==> config.mk <==
export PLATFORM = sky130hd
export DESIGN_NAME = irrigation_scheduler
export DESIGN_NICKNAME = d
export VERILOG_FILES = /design/src/rtl/irrigation_scheduler.sv
export SDC_FILE = /design/constraint.sdc
export NUM_CORES = 1
export LEC_CHECK = 0
export CELL_PAD_IN_SITES_DETAIL_PLACEMENT = 1
export CELL_PAD_IN_SITES_GLOBAL_PLACEMENT = 1
export CORE_MARGIN = 8
export CORE_UTILIZATION = 48
export CTS_CLUSTER_SIZE = 25
export DETAILED_ROUTE_END_ITERATION = 8
export PLACE_DENSITY = 0.83
export SYNTH_ARGS = -nofsm -noshare
export SYNTH_HDL_FRONTEND = slang
export SYNTH_SLANG_ARGS = --single-unit
==> constraint.sdc <==
create_clock -name clk -period 7.1 [get_ports clk]
set_input_delay 1.42 -clock clk [delete_from_list [all_inputs] [get_ports clk]]
set_output_delay 1.42 -clock clk [all_outputs]
set_load 0.01 [all_outputs]
Figure 1. Sequential cells colored by netlist name.
(6 px per um) Other sequential cells in the stronger gray, the rest of the logic in the fainter gray.
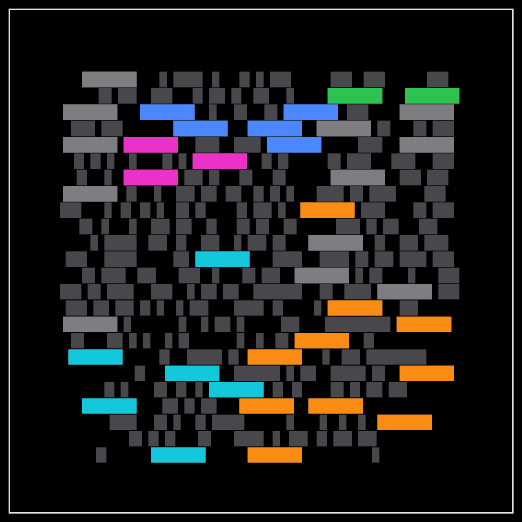
Key: G2 = green [flops 2]; conf_q = blue [flops 5, where top middle]; state_q = magenta [flops 3]; pres_q = orange [flops 10]; timer_q = cyan [flops 6]
Another 12 sequential cells are not colored.
register area: 950.9 um^2
Seq. pwr: 223 uW
Seq area share: 0.3748
final core area utilization: 0.5788

Figure 2. Metal layers overlaid.
(4 px per um)
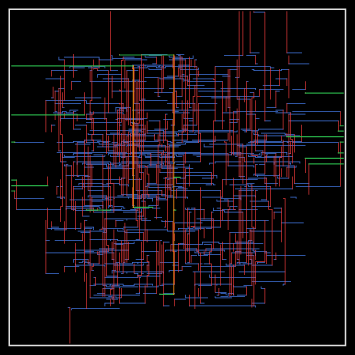
Key: M1 = blue [wire length 2,390 um]; M3 = green [wire length 135 um]; M2 = red [wire length 2,410 um]; M4 = orange [wire length 95.2 um]
DR vias: 1,739
GRT Util Overall: 0.1516
final wirelength: 5.030 mm

Figure 3. A small window of the routed layout.
Region (53, 11) to (73, 31) um. Cells in gray, sequential cells in the stronger gray; small squares are vias.
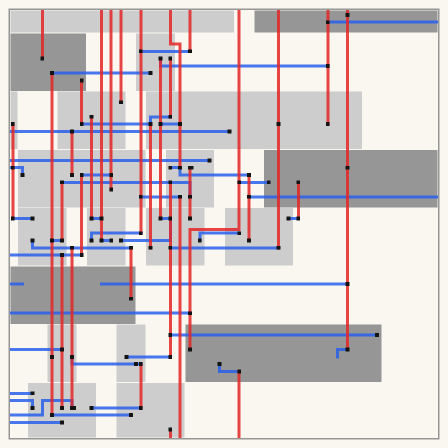
Key: M2 = red; M1 = blue
Most frequent: dfrtp_1 (3), nand3_1 (2), xor2_1 (2). 16 logic cells have their middle in the window. Sequential cells in the window: 3.

Figure 4. Congestion heat map.
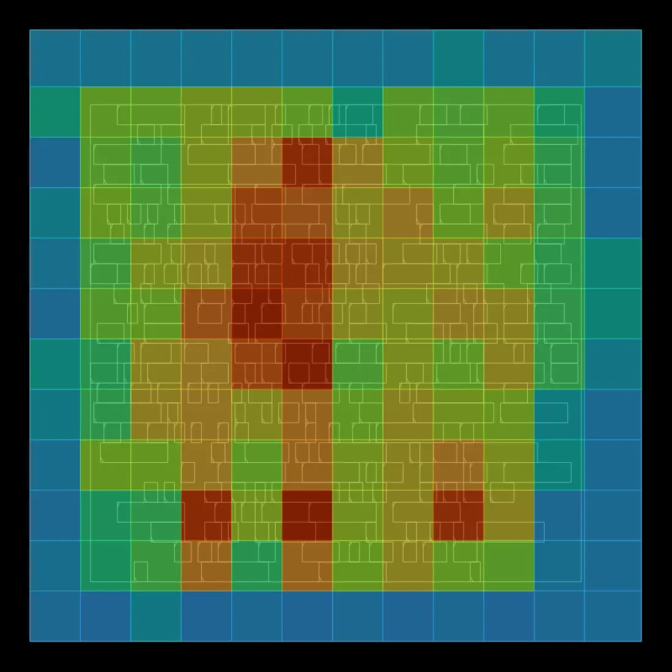
GR Util met3: 0.03320
wire per inst: 17.11 um

Figure 5. Routed clock nets over the placement.
(3 px per um)
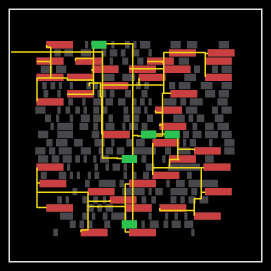
Key: clock wires = yellow [length 538 um]; clock-net drivers = green [count 5]; flip-flops = red [count 38]
There are 6 routed clock nets.
clock network power share: 0.422
P_clk: 181 uW
Worst-Skew Late Latency: 0.29 ns

==> results.cfg <==
; implementation run metrics
[clocking]
cts_tree = built
post_cts_resized = 0
postCtsSetupRepairBufs = 0
clk_pin_slew_ns = 0.08
cts_made_buffers = 5
clock_sinks = 38
cts_buffer_depth = 2
cts_hold_buf = 0
cts_max_level = 2
cts_root_buf = clkbuf_8

[sta]
slew_violations = 0
setup_viol_count_final = 0
rsz0062_at_grt = false
relSlewSlack = 0.3521
setup_slack_ns = 3.227
min_period_ns = 3.873
worst_pin_slew_ns = 0.9676
period_used_share = 0.5455
fmax_mhz = 258.2
hold_viol_final = 0
totalNegativeSetupSlack_ns = 0
skew_ns = 0.005555
hold_slack_ns = 0.4764

[setup_path]
critPathRequiredTime_ns = 7.27
cp_slowest_cell = o211ai_1
cp_cell_sequence = clkdlybuf4s50_1 -> mux2_2 -> a221oi_2 -> a31o_1 -> a21oi_1 -> o211ai_1 -> o21ai_0 -> o41ai_1
cp_num_buf_inv = 1
reg2regPathDepth = 8
path_max_fanout = 14
critPathLaunchType = primary input
worstSetupPathType = primary input to flop
max_stage_delay_ns = 0.78
crit_cells = 8
cp-end-kind = flop
reg2reg_slack_ns = 4.23
crit_arrival_ns = 4.04
crit_family = AND-OR/OR-AND gates

[final_layout]
drive_gt1_frac = 0.1446
fin_cells = 294
num-nets-final = 259
n_antenna_cell = 0
syn_to_final_growth_pct = 15.42
largest_reg_flops = 10

[placement]
gp_congestion = 0.8229
port_buffers = 20
dp_slack_ns = 2.930
dpl.cell_count = 286
hpwlAfterDp_mm = 3.689

[global_route]
grt_pass1_wl_mm = 8.942
overflow = 0
antenna_found_initial = 0
grt_max_degree = 39
first_global_vias = 1847

[synth]
synthXorXnorAreaFrac = 0.03586
ys_ff = 38
syn_nets = 237
ys_cells = 219
ys_seq_share = 0.4326
syn_inst = 219
aoi_share = 0.1639
flop_cell = dfrtp_1
ys_warn_count = 0
fa_ha_area_frac = 0.02846
logic_family = simple AND/OR/NAND/NOR gates
syn_avg_cell_area_um2 = 10.04
synth_async_sr_flop_share = 1.000
netlist_area_um2 = 2198
edf_count = 0
ys_types = 60
synthMuxAreaShare = 0.04098
synth_simple_gate_area_share = 0.2709
ys_chip_area_um2 = 2198

[power]
p_leak_uw = 0.001124
power_density_nw_per_um2 = 169.0
ir_worst_vdd_uv = 83.18

[worst_hold_path]
hold_path_class = flop to flop
holdPathStages = 1

[die]
fp.dieW_um = 83.68
die_area_um2 = 7002
design.core.area_um2 = 4384
fp_util = 0.5014
ios = 21
rows = 24
die_h_um = 83.68

[detailed_routing]
vias_per_cell = 5.915
drtAntennaViolNets = 0
drt_pass1_iterations = 4
drc_errors = 0
drt_iter0_markers = 42

[run_status]
status = finished, final reports clean

[job]
warnings = 27
drv_cap = 0
[cells in the mapped netlist (all sizes together), types with 2 or more instances]
| cell type | n | share of area |
|---|---|---|
| and3 | 4 | 0.012 |
| nand3 | 11 | 0.025 |
| and3b | 2 | 0.0080 |
| a22oi | 2 | 0.0068 |
| nand2 | 19 | 0.037 |
| ha | 5 | 0.028 |
| inv | 8 | 0.014 |
| nor2b | 11 | 0.031 |
| nor2 | 20 | 0.034 |
| o41ai | 4 | 0.019 |
| o31ai | 6 | 0.025 |
| nand2b | 5 | 0.014 |
| a21oi | 11 | 0.030 |
| o22ai | 2 | 0.0057 |
| mux2 | 6 | 0.031 |
| nand4 | 2 | 0.0057 |
| nand4b | 2 | 0.011 |
| nand4bb | 3 | 0.023 |
| or2 | 3 | 0.0085 |
| nor4 | 2 | 0.013 |
| nor3 | 4 | 0.017 |
| o211ai | 2 | 0.0068 |
| o21ai | 15 | 0.034 |
| xnor2 | 3 | 0.012 |
| buf | 4 | 0.012 |
| a21o | 2 | 0.0074 |
| dfrtp | 38 | 0.43 |
| xor2 | 6 | 0.024 |
[cells in the final DEF (no fill, tap or decap), types with 2 or more instances in the layout]
master           synthesis  layout
a21oi_1                  8       8
a21oi_2                  3       3
a22oi_1                  2       2
and3_1                   3       3
and3b_1                  2       2
clkbuf_8                 0       5
clkdlybuf4s50_1          0      19
clkinv_2                 0       2
dfrtp_1                 38      38
ha_1                     5       5
inv_1                    8       8
mux2_2                   6       6
nand2_1                 17      17
nand2b_1                 5       5
nand3_1                 11      11
nand4_1                  2       2
nand4bb_1                2       2
nor2_1                  20      20
nor2b_1                 11      11
nor3_1                   2       2
o211ai_1                 2       2
o21ai_0                 14      14
o22ai_1                  2       2
o31ai_1                  4       4
o31ai_2                  2       2
o41ai_1                  3       3
or2_2                    2       2
xnor2_1                  3       3
xor2_1                   6       6
[cell families (layout without fill, tap and decap cells)]
| kind of cell | after synthesis | in the layout |
|---|---|---|
| AND-OR/OR-AND | 51 | 51 |
| XOR/XNOR | 9 | 9 |
| adder cells (fa/ha/maj) | 5 | 5 |
| buffers and inverters | 13 | 36 |
| flip-flops | 38 | 38 |
| multiplexers | 7 | 7 |
| AND/OR/NAND/NOR | 96 | 96 |
[power breakdown]
group / total [uW] / internal, uW / switching, uW
logic: 24.9 / 11.7 / 13.2
clock network: 181 / 103 / 77.7
registers: 223 / 220 / 3.41
total: 429 / 335 / 94.3
[metal layers]
metal / routed length, um / vias up / GRT usage
li1: - / 839 / -
met1: 2392 / 874 / 0.1876
met2: 2407 / 20 / 0.2435
met3: 134 / 6 / 0.03320
met4: 95 / 0 / 0.07064
met5: 0 / - / 0
[cell type report]
cell class / count / area, um^2
clock buffer: 5 / 68.82
sequential: 38 / 950.9
clock inverter: 3 / 40.04
timing repair buffer: 20 / 195.2
multi-input combinational: 168 / 1187
tap: 52 / 65.06
fill: 500 / 1847
inverter: 8 / 30.03
[metrics by stage]
stage                     total power [uW]  cell area (um^2)
after CTS                            436.4              2537
after global routing                 444.3              2537
after global placement               251.5              2429
after detailed placement             252.7              2429
final                                428.9              2537
after floorplan                      237.0              2198
Power is estimated from default activity; no workload was simulated.
